==> images/final_congestion.png <==
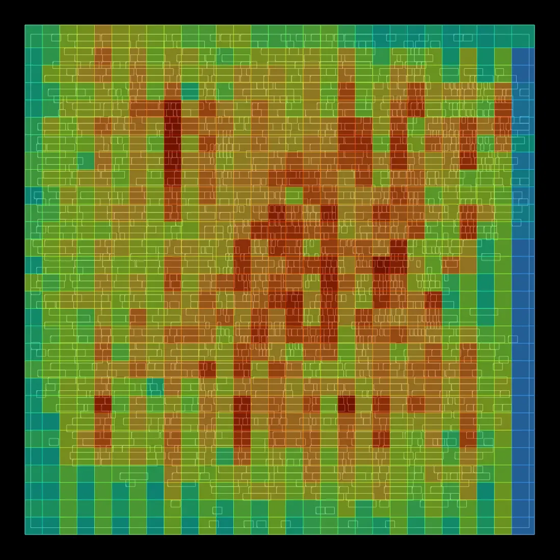
==> images/gate_families.png <==
(1.5 px per um)
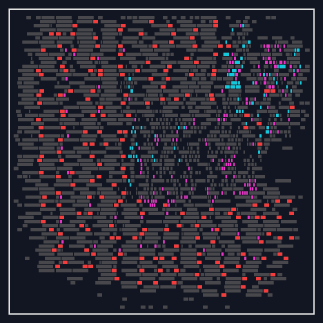
==> images/zoom.png <==
Window x 89 to 114, y 48 to 73 um. Cells in gray, sequential cells in the stronger gray; small squares are vias.
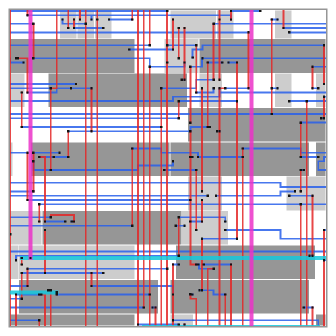
`config.mk`:
```
export PLATFORM = sky130hd
export DESIGN_NAME = i2s_tx_serdes
export DESIGN_NICKNAME = d
export VERILOG_FILES = /design/src/rtl/i2s_tx_serdes.sv
export SDC_FILE = /design/constraint.sdc
export NUM_CORES = 1
export LEC_CHECK = 0
export CORE_MARGIN = 2
export CORE_UTILIZATION = 50
export DETAILED_ROUTE_END_ITERATION = 10
export GPL_TIMING_DRIVEN = 0
export HOLD_SLACK_MARGIN = 0.05
export PLACE_DENSITY_LB_ADDON = 0.25
export SYNTH_ARGS = -nofsm -noshare
export SYNTH_HDL_FRONTEND = slang
export SYNTH_SLANG_ARGS = --single-unit
export TNS_END_PERCENT = 30
```
`constraint.sdc`:
```
create_clock -name clk_i -period 13.8 [get_ports clk_i]
set_clock_uncertainty 0.1 [all_clocks]
set_input_delay 2.76 -clock clk_i [delete_from_list [all_inputs] [get_ports clk_i]]
set_output_delay 2.76 -clock clk_i [all_outputs]
set_load 0.01 [all_outputs]
```
`src/rtl/i2s_tx_serdes.sv`:
```
// Stereo I2S / left-justified / right-justified transmitter with sample FIFO and sck/ws generation.
// Build option: define I2S_TX_PRBS_EN to send LFSR words instead of zeros on underrun frames.
module i2s_tx_serdes #(
  parameter int DATA_WIDTH = 24,
  parameter int SLOT_WIDTH = 32,
  parameter int FIFO_DEPTH = 8,
  parameter int DIV_WIDTH  = 8
) (
  input  logic                            clk_i,
  input  logic                            rst_n_i,
  input  logic                            en_i,
  input  logic [1:0]                      mode_i,
  input  logic [DIV_WIDTH-1:0]            div_i,
  input  logic [2*DATA_WIDTH-1:0]         data_i,
  input  logic                            valid_i,
  output logic                            ready_o,
  output logic [$clog2(FIFO_DEPTH):0]     fifo_cnt_o,
  output logic                            sck_o,
  output logic                            ws_o,
  output logic                            sd_o,
  output logic                            underrun_o
);

  localparam int SW = 2 * DATA_WIDTH;
  localparam int PW = $clog2(FIFO_DEPTH);
  localparam int CW = PW + 1;
  localparam int BW = $clog2(2 * SLOT_WIDTH);
  localparam logic [BW-1:0] SLOT_B   = BW'(SLOT_WIDTH);
  localparam logic [BW-1:0] LAST_B   = BW'(2 * SLOT_WIDTH - 1);
  localparam logic [BW-1:0] DW_B     = BW'(DATA_WIDTH);
  localparam logic [BW-1:0] RJ_OFF   = BW'(SLOT_WIDTH - DATA_WIDTH);
  localparam logic [CW-1:0] FULL_CNT = CW'(FIFO_DEPTH);

  if (DATA_WIDTH < 8 || DATA_WIDTH > SLOT_WIDTH - 1) begin : g_bad_data_width
    $error("i2s_tx_serdes: DATA_WIDTH must lie in [8, SLOT_WIDTH-1]");
  end
  if (FIFO_DEPTH < 2 || (FIFO_DEPTH & (FIFO_DEPTH - 1)) != 0) begin : g_bad_fifo_depth
    $error("i2s_tx_serdes: FIFO_DEPTH must be a power of two and at least 2");
  end

  logic [SW-1:0]        fifo_mem [FIFO_DEPTH];
  logic [PW-1:0]        wr_ptr_q, wr_ptr_d, rd_ptr_q, rd_ptr_d;
  logic [CW-1:0]        cnt_q, cnt_d;
  logic                 fifo_full, fifo_empty, push, pop;

  logic [DIV_WIDTH-1:0] div_cnt_q, div_cnt_d, div_lat_q, div_lat_d, div_lim;
  logic                 sck_q, sck_d, ws_q, ws_d, sd_q, sd_d, underrun_q, underrun_d;
  logic [BW-1:0]        bit_cnt_q, bit_cnt_d, slot_pos, offset;
  logic [1:0]           mode_q, mode_d, frame_mode;
  logic [SW-1:0]        sh_q, sh_d, src, fill_word;
  logic                 fall, frame_start;

`ifdef I2S_TX_PRBS_EN
  localparam int LW = (SW > 23) ? SW : 23;
  logic [LW-1:0]        lfsr_q, lfsr_d;
  assign fill_word = lfsr_q[SW-1:0];
`else
  assign fill_word = '0;
`endif

  assign fifo_full  = (cnt_q == FULL_CNT);
  assign fifo_empty = (cnt_q == '0);
  assign push       = valid_i && !fifo_full;

  always_comb begin
    wr_ptr_d = wr_ptr_q;
    rd_ptr_d = rd_ptr_q;
    cnt_d    = cnt_q;
    if (push) wr_ptr_d = wr_ptr_q + PW'(1);
    if (pop)  rd_ptr_d = rd_ptr_q + PW'(1);
    case ({push, pop})
      2'b10:   cnt_d = cnt_q + CW'(1);
      2'b01:   cnt_d = cnt_q - CW'(1);
      default: cnt_d = cnt_q;
    endcase
  end

  always_ff @(posedge clk_i) begin
    if (push) fifo_mem[wr_ptr_q] <= data_i;
  end

  // Divider limit is taken live while the counter sits at 0 so a new div_i only lands at a reload.
  always_comb begin
    div_cnt_d   = div_cnt_q;
    div_lat_d   = div_lat_q;
    sck_d       = sck_q;
    bit_cnt_d   = bit_cnt_q;
    mode_d      = mode_q;
    sh_d        = sh_q;
    ws_d        = ws_q;
    sd_d        = sd_q;
    underrun_d  = 1'b0;
    pop         = 1'b0;
    fall        = 1'b0;
    frame_start = 1'b0;
    src         = sh_q;
    div_lim     = (div_cnt_q == '0) ? div_i : div_lat_q;
    frame_mode  = mode_q;
    offset      = BW'(1);
    slot_pos    = (bit_cnt_q >= SLOT_B) ? bit_cnt_q - SLOT_B : bit_cnt_q;
`ifdef I2S_TX_PRBS_EN
    lfsr_d      = lfsr_q;
`endif
    if (div_cnt_q == '0) div_lat_d = div_i;

    if (!en_i) begin
      div_cnt_d = '0;
      sck_d     = 1'b0;
      bit_cnt_d = '0;
      ws_d      = 1'b0;
      sd_d      = 1'b0;
    end else begin
      if (div_cnt_q == div_lim) begin
        div_cnt_d = '0;
        sck_d     = ~sck_q;
        fall      = sck_q;
      end else begin
        div_cnt_d = div_cnt_q + DIV_WIDTH'(1);
      end

      if (fall) begin
        frame_start = (bit_cnt_q == '0);
        if (frame_start) begin
          frame_mode = mode_i;
          mode_d     = mode_i;
          if (fifo_empty) begin
            underrun_d = 1'b1;
            src        = fill_word;
`ifdef I2S_TX_PRBS_EN
            lfsr_d     = {lfsr_q[LW-2:0], lfsr_q[22] ^ lfsr_q[17]};
`endif
          end else begin
            pop = 1'b1;
            src = fifo_mem[rd_ptr_q];
          end
        end

        case (frame_mode)
          2'd1:    offset = '0;
          2'd2:    offset = RJ_OFF;
          default: offset = BW'(1);
        endcase

        // Left and right words sit back to back, so one shift register feeds both slots.
        if (slot_pos >= offset && slot_pos < offset + DW_B) begin
          sd_d = src[SW-1];
          sh_d = {src[SW-2:0], 1'b0};
        end else begin
          sd_d = 1'b0;
          sh_d = src;
        end

        ws_d      = (bit_cnt_q >= SLOT_B);
        bit_cnt_d = (bit_cnt_q == LAST_B) ? '0 : bit_cnt_q + BW'(1);
      end
    end
  end

  always_ff @(posedge clk_i) begin
    if (!rst_n_i) begin
      wr_ptr_q   <= '0;
      rd_ptr_q   <= '0;
      cnt_q      <= '0;
      div_cnt_q  <= '0;
      div_lat_q  <= '0;
      sck_q      <= 1'b0;
      bit_cnt_q  <= '0;
      mode_q     <= '0;
      sh_q       <= '0;
      ws_q       <= 1'b0;
      sd_q       <= 1'b0;
      underrun_q <= 1'b0;
`ifdef I2S_TX_PRBS_EN
      lfsr_q     <= '1;
`endif
    end else begin
      wr_ptr_q   <= wr_ptr_d;
      rd_ptr_q   <= rd_ptr_d;
      cnt_q      <= cnt_d;
      div_cnt_q  <= div_cnt_d;
      div_lat_q  <= div_lat_d;
      sck_q      <= sck_d;
      bit_cnt_q  <= bit_cnt_d;
      mode_q     <= mode_d;
      sh_q       <= sh_d;
      ws_q       <= ws_d;
      sd_q       <= sd_d;
      underrun_q <= underrun_d;
`ifdef I2S_TX_PRBS_EN
      lfsr_q     <= lfsr_d;
`endif
    end
  end

  assign ready_o    = !fifo_full;
  assign fifo_cnt_o = cnt_q;
  assign sck_o      = sck_q;
  assign ws_o       = ws_q;
  assign sd_o       = sd_q;
  assign underrun_o = underrun_q;

endmodule

```
==> flow_summary.yaml <==
# flow metrics
flow_run:
  log.warning_count: 30
  max_cap_violations: 0
power_and_ir_drop:
  clock_net_power_mw: 1.22
  dominant_power_group: "registers"
  netSwitchingFraction: 0.223
  power.combinational.fraction: 0.066
  cell_internal_pwr_mw: 2.33
  worst_ir_drop_vdd_uv: 96.0
  power.density_nw_per_um2: 131
cells_and_area:
  largest_register_ffs: 384
  registers.top_by_ff_count: "fifo_mem"
  inv_count: 15
  finish.utilization: 0.592
  fin_cells: 2146
  comb-cell-share: 0.259
  largestRegisters: "fifo_mem: 384 flops, sh_q: 48 flops"
  synthToLayoutAreaGrowth_pct: 16.6
  fillers: 3089
  sequential_cell_total: 473
  post_route_cells_drive_above_1_share: 0.0774
  dominant_logic_cell_type_in_the_layout: "edfxtp_1"
  clock_tree_area_fraction: 0.0642
  nonClkBufAreaFrac: 0.0647
grt:
  grt_antenna_before_repair: 0
  global_route_wire_length_before_repair_mm: 74.0
  grt_max_degree: 28
placement:
  detailed_place.area_um2: 21400
  dp.cells: 2059
  post_placement_setup_slack_ps: 7390
setup_path:
  critPathBufInv: 4
  critPathCaptureType: "flip-flop"
  worstReg2RegEnd: "sh_q[42]"
  arr_time_crit_path_ps: 6240
  timing.rr.start: "bit_cnt_q[0]"
  crit_path_start_kind: "input port"
  timing.critical_path.depth: 13
  worst_setup_path_startpoint: "mode_i[1]"
logic_synthesis:
  yosys_cells: 1437
  synth-area-yosys_um2: 19600
  syn-instance-count: 1437
  postSynthAreaPerCell_um2: 13.7
  yosys.cell_count.top_type: "edfxtp_1"
  synth-seq-cells: 473
  synth-edff-count: 384
  async_reset_ff_frac: 0
  adder_share: 0.00955
  yosys.area_share.aoi: 0.105
  yosys-mux-area-fraction: 0.102
  simple_gate_share: 0.0769
  netlist_top_cells_count: "edfxtp_1, mux2i_1, nand2_1, a22oi_1, a31oi_1"
clock_network:
  cts_setup_buffers: 0
  clockRootBuffer: "clkbuf_16"
  cts-hold-fix-buffers: 0
  register_clock_pin_slew_on_the_reported_worst_setup_and_hold_paths_ps: 60
  clock_tree.buffer_depth: 3
  worst_skew_pair.late_latency_ps: 580
floorplanning:
  die_height_um: 202
  core_util_at_fp: 0.507
  placementRows: 72
  tap-cell-count: 518
final_timing:
  rsz_0062_raised_after_global_routing: "no"
  finalSetupTns_ps: 0
  worst_pin_slew_ps: 1060
min_path:
  timing.hold.worst_path_depth: 2
route:
  route.vias.total: 12900
  met2_wirelength_mm: 22.3
status:
  run_status: "completed"
## Picture notes: final_congestion.png
GR Util All Layers: 0.237
met3 track demand over resource in global routing: 0.0400
grt met2 use: 0.371
routing layer with the top usage in global route: met2

## Picture notes: gate_families.png
- NOR gates: cyan (cells 71)
- NAND gates: magenta (cells 165)
- multiplexers: red (cells 200; where spread over the die)

## Picture notes: zoom.png
- met4: magenta
- met3: cyan
- met1: blue
- met2: red
- sequential cells in the window: 10
- netlist names of flops here include: fifo_mem (10)
- cells with their middle in the window: 24
- most frequent: edfxtp_1 (10), mux2i_1 (4), nand2_1 (4)

